**src/rtl/pad_ctrl_pkg.sv**
```systemverilog
// Shared register map, lock key and reset defaults for the pad control block.
package pad_ctrl_pkg;

  localparam logic [7:0] OFS_DS0     = 8'h00;
  localparam logic [7:0] OFS_DS1     = 8'h04;
  localparam logic [7:0] OFS_PE      = 8'h08;
  localparam logic [7:0] OFS_PS      = 8'h0C;
  localparam logic [7:0] OFS_IS      = 8'h10;
  localparam logic [7:0] OFS_SR      = 8'h14;
  localparam logic [7:0] OFS_OE      = 8'h18;
  localparam logic [7:0] OFS_IE      = 8'h1C;
  localparam logic [7:0] OFS_DOUT    = 8'h20;
  localparam logic [7:0] OFS_DIN     = 8'h24;
  localparam logic [7:0] OFS_INT_EN  = 8'h28;
  localparam logic [7:0] OFS_INT_STS = 8'h2C;
  localparam logic [7:0] OFS_LOCK    = 8'h30;

  localparam logic [7:0] LOCK_KEY = 8'h5A;

  // The eight lockable configuration registers DS0..IE, held as one array.
  localparam int unsigned CFG_NUM = 8;
  // Bit k set: configuration register k resets to all-ones (PE and IE).
  localparam logic [CFG_NUM-1:0] CFG_RST_ONES = 8'b1000_0100;

  // Register selected by an access; the order matches the word offset.
  typedef enum logic [3:0] {
    SEL_DS0, SEL_DS1, SEL_PE, SEL_PS, SEL_IS, SEL_SR, SEL_OE, SEL_IE,
    SEL_DOUT, SEL_DIN, SEL_INT_EN, SEL_INT_STS, SEL_LOCK, SEL_NONE
  } reg_sel_e;

  // Map a byte offset to a register; misaligned or out-of-range is SEL_NONE.
  function automatic reg_sel_e decode_ofs(input logic [31:0] ofs);
    if (ofs[1:0] != 2'b00 || ofs > 32'(OFS_LOCK)) return SEL_NONE;
    return reg_sel_e'(ofs[5:2]);
  endfunction

endpackage

```
**src/rtl/pad_in_sync.sv**
```systemverilog
// Two-flop synchroniser for the pad returns plus rising-edge detection.
module pad_in_sync #(
  parameter int unsigned W = 10
) (
  input  logic         clk,
  input  logic         rst_n,
  input  logic [W-1:0] pad_y,
  output logic [W-1:0] din,
  output logic [W-1:0] rise
);

  logic [W-1:0] meta;
  logic [W-1:0] din_d;

  // Synchroniser chain followed by a one-cycle delay for edge detection.
  always_ff @(posedge clk) begin
    if (!rst_n) begin
      meta  <= '0;
      din   <= '0;
      din_d <= '0;
    end else begin
      meta  <= pad_y;
      din   <= meta;
      din_d <= din;
    end
  end

  assign rise = din & ~din_d;

endmodule

```
**src/rtl/pad_ctrl_regs.sv**
```systemverilog
// APB pad configuration / GPIO register block driving pad_top.
module pad_ctrl_regs
  import pad_ctrl_pkg::*;
#(
  parameter int unsigned NUM_PAD = 10,
  parameter int unsigned ADDR_W  = 8
) (
  input  logic               PCLK,
  input  logic               PRESETn,
  input  logic               PSEL,
  input  logic               PENABLE,
  input  logic               PWRITE,
  input  logic [ADDR_W-1:0]  PADDR,
  input  logic [31:0]        PWDATA,
  output logic [31:0]        PRDATA,
  output logic               PREADY,
  output logic               PSLVERR,
  output logic [NUM_PAD-1:0] pad_a,
  output logic [NUM_PAD-1:0] pad_oe,
  output logic [NUM_PAD-1:0] pad_ie,
  input  logic [NUM_PAD-1:0] pad_y,
  output logic [NUM_PAD-1:0] control_DS0,
  output logic [NUM_PAD-1:0] control_DS1,
  output logic [NUM_PAD-1:0] control_PE,
  output logic [NUM_PAD-1:0] control_PS,
  output logic [NUM_PAD-1:0] control_IS,
  output logic [NUM_PAD-1:0] control_SR,
  output logic               irq
);

  logic [NUM_PAD-1:0] cfg [CFG_NUM];
  logic [NUM_PAD-1:0] dout;
  logic [NUM_PAD-1:0] int_en;
  logic [NUM_PAD-1:0] int_sts;
  logic               lock;

  logic [NUM_PAD-1:0] din;
  logic [NUM_PAD-1:0] rise;

  reg_sel_e           sel;
  logic [2:0]         cfg_idx;
  logic               rd_setup;
  logic               access;
  logic               err;
  logic               wr_en;
  logic [NUM_PAD-1:0] wdata;
  logic [NUM_PAD-1:0] sts_clr;
  logic [NUM_PAD-1:0] sts_next;
  logic [31:0]        rdata;

  pad_in_sync #(.W(NUM_PAD)) u_sync (
    .clk   (PCLK),
    .rst_n (PRESETn),
    .pad_y (pad_y),
    .din   (din),
    .rise  (rise)
  );

  assign sel     = decode_ofs(32'(PADDR));
  assign cfg_idx = 3'(sel);
  assign PREADY  = 1'b1;

  // APB decode, error response, W1C/set merge and read-data mux.
  always_comb begin
    rd_setup = PSEL & ~PENABLE & ~PWRITE;
    access   = PSEL & PENABLE;
    err      = (sel == SEL_NONE)
             | (PWRITE & (sel == SEL_DIN))
             | (PWRITE & lock & (sel <= SEL_IE));
    PSLVERR  = access & err;
    wr_en    = access & PWRITE & ~err;
    wdata    = PWDATA[NUM_PAD-1:0];
    sts_clr  = (wr_en && sel == SEL_INT_STS) ? wdata : '0;
    // The new-rise set term is OR'd after the clear so a same-cycle set wins.
    sts_next = (int_sts & ~sts_clr) | (rise & int_en);

    rdata = '0;
    case (sel)
      SEL_DS0, SEL_DS1, SEL_PE, SEL_PS,
      SEL_IS, SEL_SR, SEL_OE, SEL_IE: rdata[NUM_PAD-1:0] = cfg[cfg_idx];
      SEL_DOUT:    rdata[NUM_PAD-1:0] = dout;
      SEL_DIN:     rdata[NUM_PAD-1:0] = din;
      SEL_INT_EN:  rdata[NUM_PAD-1:0] = int_en;
      SEL_INT_STS: rdata[NUM_PAD-1:0] = int_sts;
      SEL_LOCK:    rdata[0]           = lock;
      default:     rdata              = '0;
    endcase
  end

  // Register file, lock, interrupt status/irq and registered read data.
  always_ff @(posedge PCLK) begin
    if (!PRESETn) begin
      for (int unsigned k = 0; k < CFG_NUM; k++) begin
        cfg[k] <= CFG_RST_ONES[k[2:0]] ? '1 : '0;
      end
      dout    <= '0;
      int_en  <= '0;
      int_sts <= '0;
      lock    <= 1'b0;
      irq     <= 1'b0;
      PRDATA  <= '0;
    end else begin
      if (rd_setup) PRDATA <= rdata;
      int_sts <= sts_next;
      irq     <= |(int_sts & int_en);
      if (wr_en) begin
        case (sel)
          SEL_DS0, SEL_DS1, SEL_PE, SEL_PS,
          SEL_IS, SEL_SR, SEL_OE, SEL_IE: cfg[cfg_idx] <= wdata;
          SEL_DOUT:   dout   <= wdata;
          SEL_INT_EN: int_en <= wdata;
          SEL_LOCK:   if (PWDATA == {24'h0, LOCK_KEY}) lock <= 1'b1;
          default: ;
        endcase
      end
    end
  end

  assign pad_a       = dout;
  assign pad_oe      = cfg[6];
  assign pad_ie      = cfg[7];
  assign control_DS0 = cfg[0];
  assign control_DS1 = cfg[1];
  assign control_PE  = cfg[2];
  assign control_PS  = cfg[3];
  assign control_IS  = cfg[4];
  assign control_SR  = cfg[5];

endmodule

```
**config.mk**
```make
export PLATFORM = sky130hd
export DESIGN_NAME = pad_ctrl_regs
export DESIGN_NICKNAME = d
export VERILOG_FILES = /design/src/rtl/pad_ctrl_pkg.sv /design/src/rtl/pad_in_sync.sv /design/src/rtl/pad_ctrl_regs.sv
export SDC_FILE = /design/constraint.sdc
export NUM_CORES = 1
export LEC_CHECK = 0
export CAP_MARGIN = 0
export CELL_PAD_IN_SITES_DETAIL_PLACEMENT = 1
export CELL_PAD_IN_SITES_GLOBAL_PLACEMENT = 1
export CORE_UTILIZATION = 41
export CTS_CLUSTER_SIZE = 20
export DETAILED_ROUTE_END_ITERATION = 6
export PLACE_DENSITY = 0.83
export REMOVE_ABC_BUFFERS = 1
export SYNTH_ARGS = -nofsm -noshare
export SYNTH_HDL_FRONTEND = slang
export SYNTH_SLANG_ARGS = --single-unit
```
**constraint.sdc**
```tcl
create_clock -name PCLK -period 3.35 [get_ports PCLK]
set_input_delay 0.335 -clock PCLK [delete_from_list [all_inputs] [get_ports PCLK]]
set_output_delay 0.335 -clock PCLK [all_outputs]
set_load 0.02 [all_outputs]
```
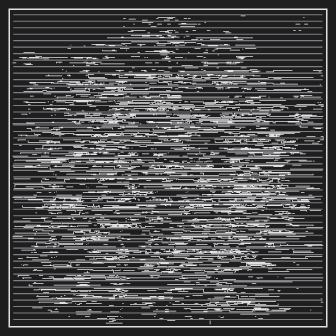
*Met1 routing*
Supply wires on this layer in grey.
nets with wire on the layer: 760
main direction: horizontal
longest straight run: 55.2 um
share of all routed wire: 39%
Detailed Route WL: 25800 um
Global Route met1 Usage: 35.9%

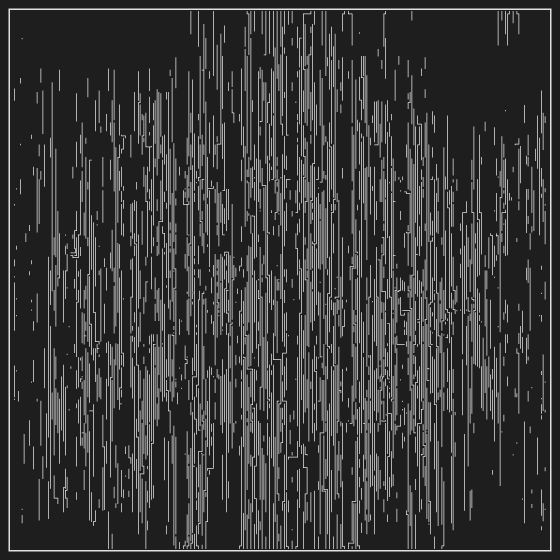
*The metal 2 layer*
longest straight run: 53.0 um
main direction: vertical
share of all routed wire: 49%
nets with wire on the layer: 790
wire length on this layer: 12500 um
vias: 6041
GR Layer Usage met2: 50.8%

-- where the power goes --
group	internal, mW	total (mW)	switching [mW]
clock	1.15	1.91	0.758
combinational	0.199	0.473	0.274
sequential	2.02	2.08	0.0525
-- state kept, by name (all words and copies together), names as in the netlist --
name / count
int_en: 10
u_sync.din: 10
PRDATA: 10
pad_a: 10
u_sync.din_d: 10
int_sts: 10
u_sync.meta: 10
irq: 1
cfg: 80
lock: 1
-- cells by family (layout without fill, tap and decap cells) --
group / count (synthesis) / after routing / share of synthesized area (%)
AOI/OAI and AO/OA: 114 / 114 / 11.0
buffers and inverters: 87 / 244 / 6.70
other: 2 / 23 / 0.107
and+or+nand+nor: 227 / 227 / 19.2
muxes: 50 / 50 / 8.00
DFF: 152 / 152 / 55.0
==> summary.txt <==
impl run done, here's what came out: outcome finished clean, Final setup viols 0, Synth async-reset ratio 0%, share of cells above drive strength 1 11.5%, met3 WL post-DR around 2100 um, top cells by area edfxtp_1 34%, dfxtp_1 21%, and2_1 6.0%, mux2i_1 5.6%, buf_4 3.1%, stages on the worst setup path 7, Crit Path Class primary input to output pin, relative slew slack 27.9%, Critical Path Sink Type output pin, dpl cell area roughly 0.0088 sq mm, post-DR vias/cell 5.87, Non-clock inverters 15, PwrDens 476 mW/mm^2, Met1 Wirelength ~9900 um, Max Used Layer met4, Die W around 130 um, Yosys Instances 632, n_taps 220, period utilization 95.0%, Worst Setup Slack post-DPL 0.104 ns, Hold Path End u_sync.din[9], met2 WL 12500 um, CP endpoint PSLVERR, max-cap violations 0, vias in the first global route 6219, die y size 133 um, crit-path cells clkdlybuf4s50_1 > or4_1 > nor2_1 > a31o_2 > a221oi_1 > nor2_1 > clkdlybuf4s50_1
No activity file was given, so power comes from the tool's default toggle rates.
